[config.mk]
export PLATFORM = sky130hd
export DESIGN_NAME = arc4_sched
export DESIGN_NICKNAME = d
export VERILOG_FILES = /design/src/rtl/arc4_pkg.sv /design/src/rtl/s_mem_mux.sv /design/src/rtl/arc4_sched.sv
export SDC_FILE = /design/constraint.sdc
export NUM_CORES = 1
export LEC_CHECK = 0
export ABC_AREA = 0
export CORE_ASPECT_RATIO = 0.8
export CORE_MARGIN = 4
export CORE_UTILIZATION = 37
export CTS_BUF_LIST = sky130_fd_sc_hd__clkbuf_4 sky130_fd_sc_hd__clkbuf_8 sky130_fd_sc_hd__clkbuf_16
export DETAILED_ROUTE_END_ITERATION = 10
export PLACE_DENSITY = 0.87
export SYNTH_ARGS = -nofsm -noshare
export SYNTH_HDL_FRONTEND = slang
export SYNTH_SLANG_ARGS = --single-unit
[constraint.sdc]
create_clock -name clk -period 4 [get_ports clk]
set_input_delay 0.8 -clock clk [delete_from_list [all_inputs] [get_ports clk]]
set_output_delay 0.8 -clock clk [all_outputs]
set_load 0.005 [all_outputs]
[src/rtl/arc4_pkg.sv]
// Shared types for the ARC4 scheduler: sequencer states, S-memory grant codes
// and the mapping between them.
package arc4_pkg;

    localparam int S_DEPTH   = 256;
    localparam int KEY_W_DEF = 24;

    typedef enum logic [2:0] {
        IDLE,
        ST_INIT,
        WT_INIT,
        ST_KSA,
        WT_KSA,
        ST_PRGA,
        WT_PRGA
    } sched_state_t;

    typedef enum logic [1:0] {
        GRANT_NONE = 2'd0,
        GRANT_INIT = 2'd1,
        GRANT_KSA  = 2'd2,
        GRANT_PRGA = 2'd3
    } grant_t;

    function automatic grant_t grant_of(input sched_state_t s);
        case (s)
            ST_INIT, WT_INIT: return GRANT_INIT;
            ST_KSA,  WT_KSA:  return GRANT_KSA;
            ST_PRGA, WT_PRGA: return GRANT_PRGA;
            default:          return GRANT_NONE;
        endcase
    endfunction

    // Start state for engine index 0=init, 1=ksa, 2=prga.
    function automatic sched_state_t st_state(input int idx);
        case (idx)
            0:       return ST_INIT;
            1:       return ST_KSA;
            default: return ST_PRGA;
        endcase
    endfunction

endpackage

[src/rtl/s_mem_mux.sv]
// Combinational 3:1 selector of the S-memory write port; only the granted
// engine reaches the memory, everything else is masked to zero.
module s_mem_mux
    import arc4_pkg::*;
#(
    parameter int ADDR_W = 8,
    parameter int DATA_W = 8
) (
    input  grant_t                  grant,
    input  logic [2:0][ADDR_W-1:0]  eng_addr,
    input  logic [2:0][DATA_W-1:0]  eng_wrdata,
    input  logic [2:0]              eng_wren,
    output logic [ADDR_W-1:0]       s_addr,
    output logic [DATA_W-1:0]       s_wrdata,
    output logic                    s_wren
);

    logic [2:0] sel;

    generate
        for (genvar gi = 0; gi < 3; gi++) begin : g_sel
            assign sel[gi] = (grant == 2'(gi + 1));
        end
    endgenerate

    // AND-OR mux: sel is one-hot or all zero, so the OR never merges engines.
    always_comb begin
        s_addr   = '0;
        s_wrdata = '0;
        s_wren   = 1'b0;
        for (int i = 0; i < 3; i++) begin
            if (sel[i]) begin
                s_addr   = s_addr   | eng_addr[i];
                s_wrdata = s_wrdata | eng_wrdata[i];
                s_wren   = s_wren   | eng_wren[i];
            end
        end
    end

endmodule

[src/rtl/arc4_sched.sv]
// ARC4 sequencer: runs init -> ksa -> prga once per accepted start and
// grants the single-port S memory to whichever engine is currently active.
module arc4_sched
    import arc4_pkg::*;
#(
    parameter int KEY_W  = KEY_W_DEF,
    parameter int ADDR_W = 8,
    parameter int DATA_W = 8
) (
    input  logic              clk,
    input  logic              rst_n,
    input  logic              en,
    output logic              rdy,
    input  logic [KEY_W-1:0]  key,
    output logic [KEY_W-1:0]  key_o,
    output logic              init_en,
    input  logic              init_rdy,
    input  logic [ADDR_W-1:0] init_addr,
    input  logic [DATA_W-1:0] init_wrdata,
    input  logic              init_wren,
    output logic              ksa_en,
    input  logic              ksa_rdy,
    input  logic [ADDR_W-1:0] ksa_addr,
    input  logic [DATA_W-1:0] ksa_wrdata,
    input  logic              ksa_wren,
    output logic              prga_en,
    input  logic              prga_rdy,
    input  logic [ADDR_W-1:0] prga_addr,
    input  logic [DATA_W-1:0] prga_wrdata,
    input  logic              prga_wren,
    output logic [ADDR_W-1:0] s_addr,
    output logic [DATA_W-1:0] s_wrdata,
    output logic              s_wren,
    input  logic [DATA_W-1:0] s_rddata,
    output logic [DATA_W-1:0] s_rddata_o
);

    sched_state_t     state_reg, state_next;
    logic             busy_seen_reg, busy_seen_next;
    logic [2:0]       eng_rdy;
    logic [2:0]       eng_en_reg, eng_en_next;
    logic [KEY_W-1:0] key_reg;

    assign eng_rdy = {prga_rdy, ksa_rdy, init_rdy};

    always_ff @(posedge clk or negedge rst_n) begin
        if (!rst_n) begin
            state_reg     <= IDLE;
            busy_seen_reg <= 1'b0;
            key_reg       <= '0;
        end else begin
            state_reg     <= state_next;
            busy_seen_reg <= busy_seen_next;
            if (state_reg == IDLE && en)
                key_reg <= key;
        end
    end

    // WT_x only exits after the engine has been seen busy, so an engine that
    // drops rdy a cycle after accepting its start is not mistaken for done.
    always_comb begin
        state_next     = state_reg;
        busy_seen_next = 1'b0;
        case (state_reg)
            IDLE:    if (en) state_next = ST_INIT;
            ST_INIT: if (eng_en_reg[0]) state_next = WT_INIT;
            WT_INIT: begin
                busy_seen_next = busy_seen_reg | ~init_rdy;
                if (init_rdy && busy_seen_reg) state_next = ST_KSA;
            end
            ST_KSA:  if (eng_en_reg[1]) state_next = WT_KSA;
            WT_KSA: begin
                busy_seen_next = busy_seen_reg | ~ksa_rdy;
                if (ksa_rdy && busy_seen_reg) state_next = ST_PRGA;
            end
            ST_PRGA: if (eng_en_reg[2]) state_next = WT_PRGA;
            WT_PRGA: begin
                busy_seen_next = busy_seen_reg | ~prga_rdy;
                if (prga_rdy && busy_seen_reg) state_next = IDLE;
            end
            default: state_next = IDLE;
        endcase
    end

    // Start pulses are registered: raised on the edge that lands in (or stays
    // in) ST_x with the engine ready, and the following edge leaves ST_x.
    generate
        for (genvar gi = 0; gi < 3; gi++) begin : g_start
            assign eng_en_next[gi] = (state_next == st_state(gi)) && eng_rdy[gi];

            always_ff @(posedge clk or negedge rst_n) begin
                if (!rst_n)
                    eng_en_reg[gi] <= 1'b0;
                else
                    eng_en_reg[gi] <= eng_en_next[gi];
            end
        end
    endgenerate

    assign rdy        = (state_reg == IDLE);
    assign key_o      = key_reg;
    assign init_en    = eng_en_reg[0];
    assign ksa_en     = eng_en_reg[1];
    assign prga_en    = eng_en_reg[2];
    assign s_rddata_o = s_rddata;

    s_mem_mux #(
        .ADDR_W (ADDR_W),
        .DATA_W (DATA_W)
    ) u_s_mem_mux (
        .grant      (grant_of(state_reg)),
        .eng_addr   ({prga_addr, ksa_addr, init_addr}),
        .eng_wrdata ({prga_wrdata, ksa_wrdata, init_wrdata}),
        .eng_wren   ({prga_wren, ksa_wren, init_wren}),
        .s_addr     (s_addr),
        .s_wrdata   (s_wrdata),
        .s_wren     (s_wren)
    );

endmodule
**Clock wires, drivers and flops**

Scale: 6 px per um.
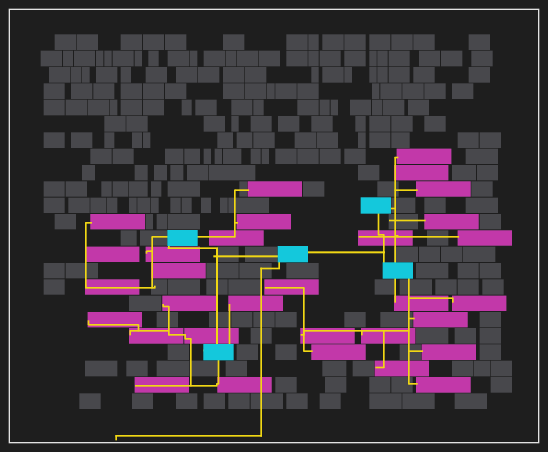
- flip-flops: magenta (count 31)
- clock-net drivers: cyan (count 5)
- clock wires: yellow (length 381 um)
- routed clock nets: 6
Latency at later pin: 0.27 ns
portion of total power attributed to the clock network: 12.8%
post-route clock skew: 0.00486 ns
power attributed to the clock group: 0.268 mW

**Layout detail**

Region (32, 24) to (57, 49) um. Cells in grey, sequential cells in the stronger grey; small squares are vias.
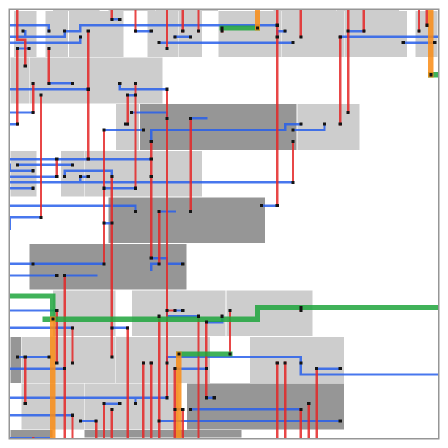
- M1: blue
- M2: red
- M4: orange
- M3: green
- cells with their middle in the window: 26
- sequential cells in the window: 4
- netlist names of flops here include: state_reg (2)
- most frequent: mux2_4 (5), clkdlybuf4s50_1 (4), dfrtp_1 (4)

==> changes_impl.md <==
## Implementation

* Max Cap Viol at 0
* Chip footprint at 6340 sq um
* Register-to-Register Path Depth at 5
* Mapped cell area at ~1900 sq um
* Yosys warning tally at 0
* Biggest combinational cell group after synthesis: multiplexers
* Fraction of layout instances using a drive strength above 1 at between 10 and 15%
* Length of the first detailed-routing pass in iterations at 3
* Final hold violation count at 0
* Via count at 1,581
* Cell count after synthesis at approximately 160
* Wirelength per Cell at between 15 and 20 um
* Number of fillers in the final layout at ~410
* Buffers excl. clock at ~130
* Register fraction of the total cell area at roughly a quarter
* Amount of wire on met3 after detailed routing at 350 um
* Total number of H-tree levels at 2
* Number of global-route vias before repair at 1,701
* Port bufs at about 130
* Critical Setup Path Class: reg -> out
* Portion of the layout cell area used by clock cells at under 10%
* Top Consumer: combinational logic
* Total global-route track usage at 17.1%
* Startpoint of the worst setup timing path: state_reg[2]
* Flip-flop cell with the highest count after synthesis: sky130_fd_sc_hd__dfrtp_1
* Half-perimeter wire length of the detailed placement result at roughly 4400 um
* Setup slack of the worst register-to-register path at between 1.5 and 2 ns
* Switching power of the nets at around 0.66 mW
* Post-layout instance count excluding filler cells at between 300 and 400
* Gr ovfl total at 0
* Chip Width at 88 um
* Main area contributors: sky130_fd_sc_hd__dfrtp_1, sky130_fd_sc_hd__mux2_4, sky130_fd_sc_hd__mux2i_1
* Yosys cell types at 31
* Power drawn by the sequential cells at between 0.5 and 0.6 mW
* Internal power at between 1 and 1.5 mW
* Net total in the final layout at 365
* Area reported by Yosys stat at between 1500 and 2000 sq um
* Synthesized-area fraction occupied by ao, oa, aoi and oai cells at between 7 and 8%
* Setup TNS after final layout at 0 ns
* Initial antenna violation count at 0
* Ranking of synthesized cells by instance count: sky130_fd_sc_hd__dfrtp_1, sky130_fd_sc_hd__mux2_4, sky130_fd_sc_hd__nand2_1
* Final critical-path required period at roughly 3.3 ns
* Antenna diode instance count at 0
* Final period util at 83.3%
* Sequential cell area at 776 sq um
* Largest fanout on the critical path at 17
* Number of tap cells inserted at 62
* Dominant class by area: non-clock buffers
* Met3 routing resource usage after global routing at under 10%
* Placed cell count at around 330
* Endpoint of the worst hold path: key_o[22]
* Number of clock buffers in the layout at 8
* Busiest layer in global routing: met2
* Top layer in use: met4
* Die Span Y at 72 um
* Post-synthesis mux area share at 28.5%
* Max VDD drop at around 0.31 mV
* Max reg flops at 24
* Proportion of power drawn by combinational gates at between 50 and 60%
* Clock Tree Buf Depth at 2
* Simple-gate share of the synthesized area at 12.8%
* Global-route track usage on met2 at between 20% and 30%
* Status: finished clean
* Worst endpoint data arrival time at between 2 and 3 ns
* Number of failing setup endpoints in the final timing report at 0
* Number of logged tool warnings at 26
* Routability congestion estimate at 0.736
* # hold bufs at CTS at 0
* Wire length of the first global-routing pass at approximately 8400 um
* DRT Wirelength at between 5000 and 6000 um
* Achievable clock frequency at about 300 MHz
* TritonCTS Buffers at 5
* Most frequent logic cell in the layout: sky130_fd_sc_hd__clkdlybuf4s50_1
* Share of cell area taken by multi-input logic gates at between 20% and 30%
* Placeable Area at 4980 sq um
* Synth Area in XOR/XNOR at less than 1%
* Pin count of the biggest net entering global routing at 32
* Sort of element at the end of the critical path: output port
* Total clock sinks at 31
* Top cells excl fill/tap: sky130_fd_sc_hd__clkdlybuf4s50_1, sky130_fd_sc_hd__dfrtp_1, sky130_fd_sc_hd__mux2_4
* RSZ-0062 raised after global routing: false
* Static power due to leakage at ~1.4 nW
* Required time of the critical path at ~3.2 ns
* Final Slew Violations at 0
* Synth flops at 31
**Placement by cell class**

Scale: 4 px per um. Fill, decap, tap and diode cells in grey.
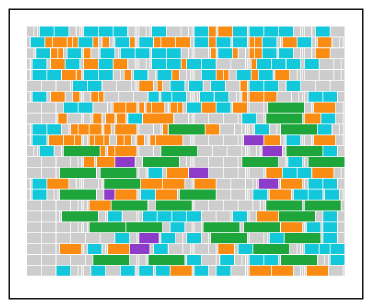
- remaining buffers and delay cells: cyan (cells 128; share of their area 41%)
- clock drivers and dummy loads: purple (cells 8; share of their area 3.4%)
- sequential cells: green (cells 31; share of their area 25%)
- remaining logic cells: orange (cells 110; share of their area 30%)

-- critical path: stages, from the launching register on --
cell and delay (ns):
sky130_fd_sc_hd__dfrtp_1 0.74, sky130_fd_sc_hd__nand2b_1 0.20, sky130_fd_sc_hd__o21ai_2 0.56, sky130_fd_sc_hd__nand2_1 0.12
sky130_fd_sc_hd__o21ai_1 0.11, sky130_fd_sc_hd__clkdlybuf4s50_1 0.52
-- stage by stage --
stage                     area (sq um)  hold WS, ns  util (%)
after global placement            3070        0.468      61.6
final                             3170        0.490      63.7
after floorplan                   1890        0.483         -
after detailed placement          3070        0.478      61.6
after CTS                         3170        0.495      63.7
after global routing              3170        0.510      63.7
Power figures rest on the tool's default switching activity, not on a simulated workload.
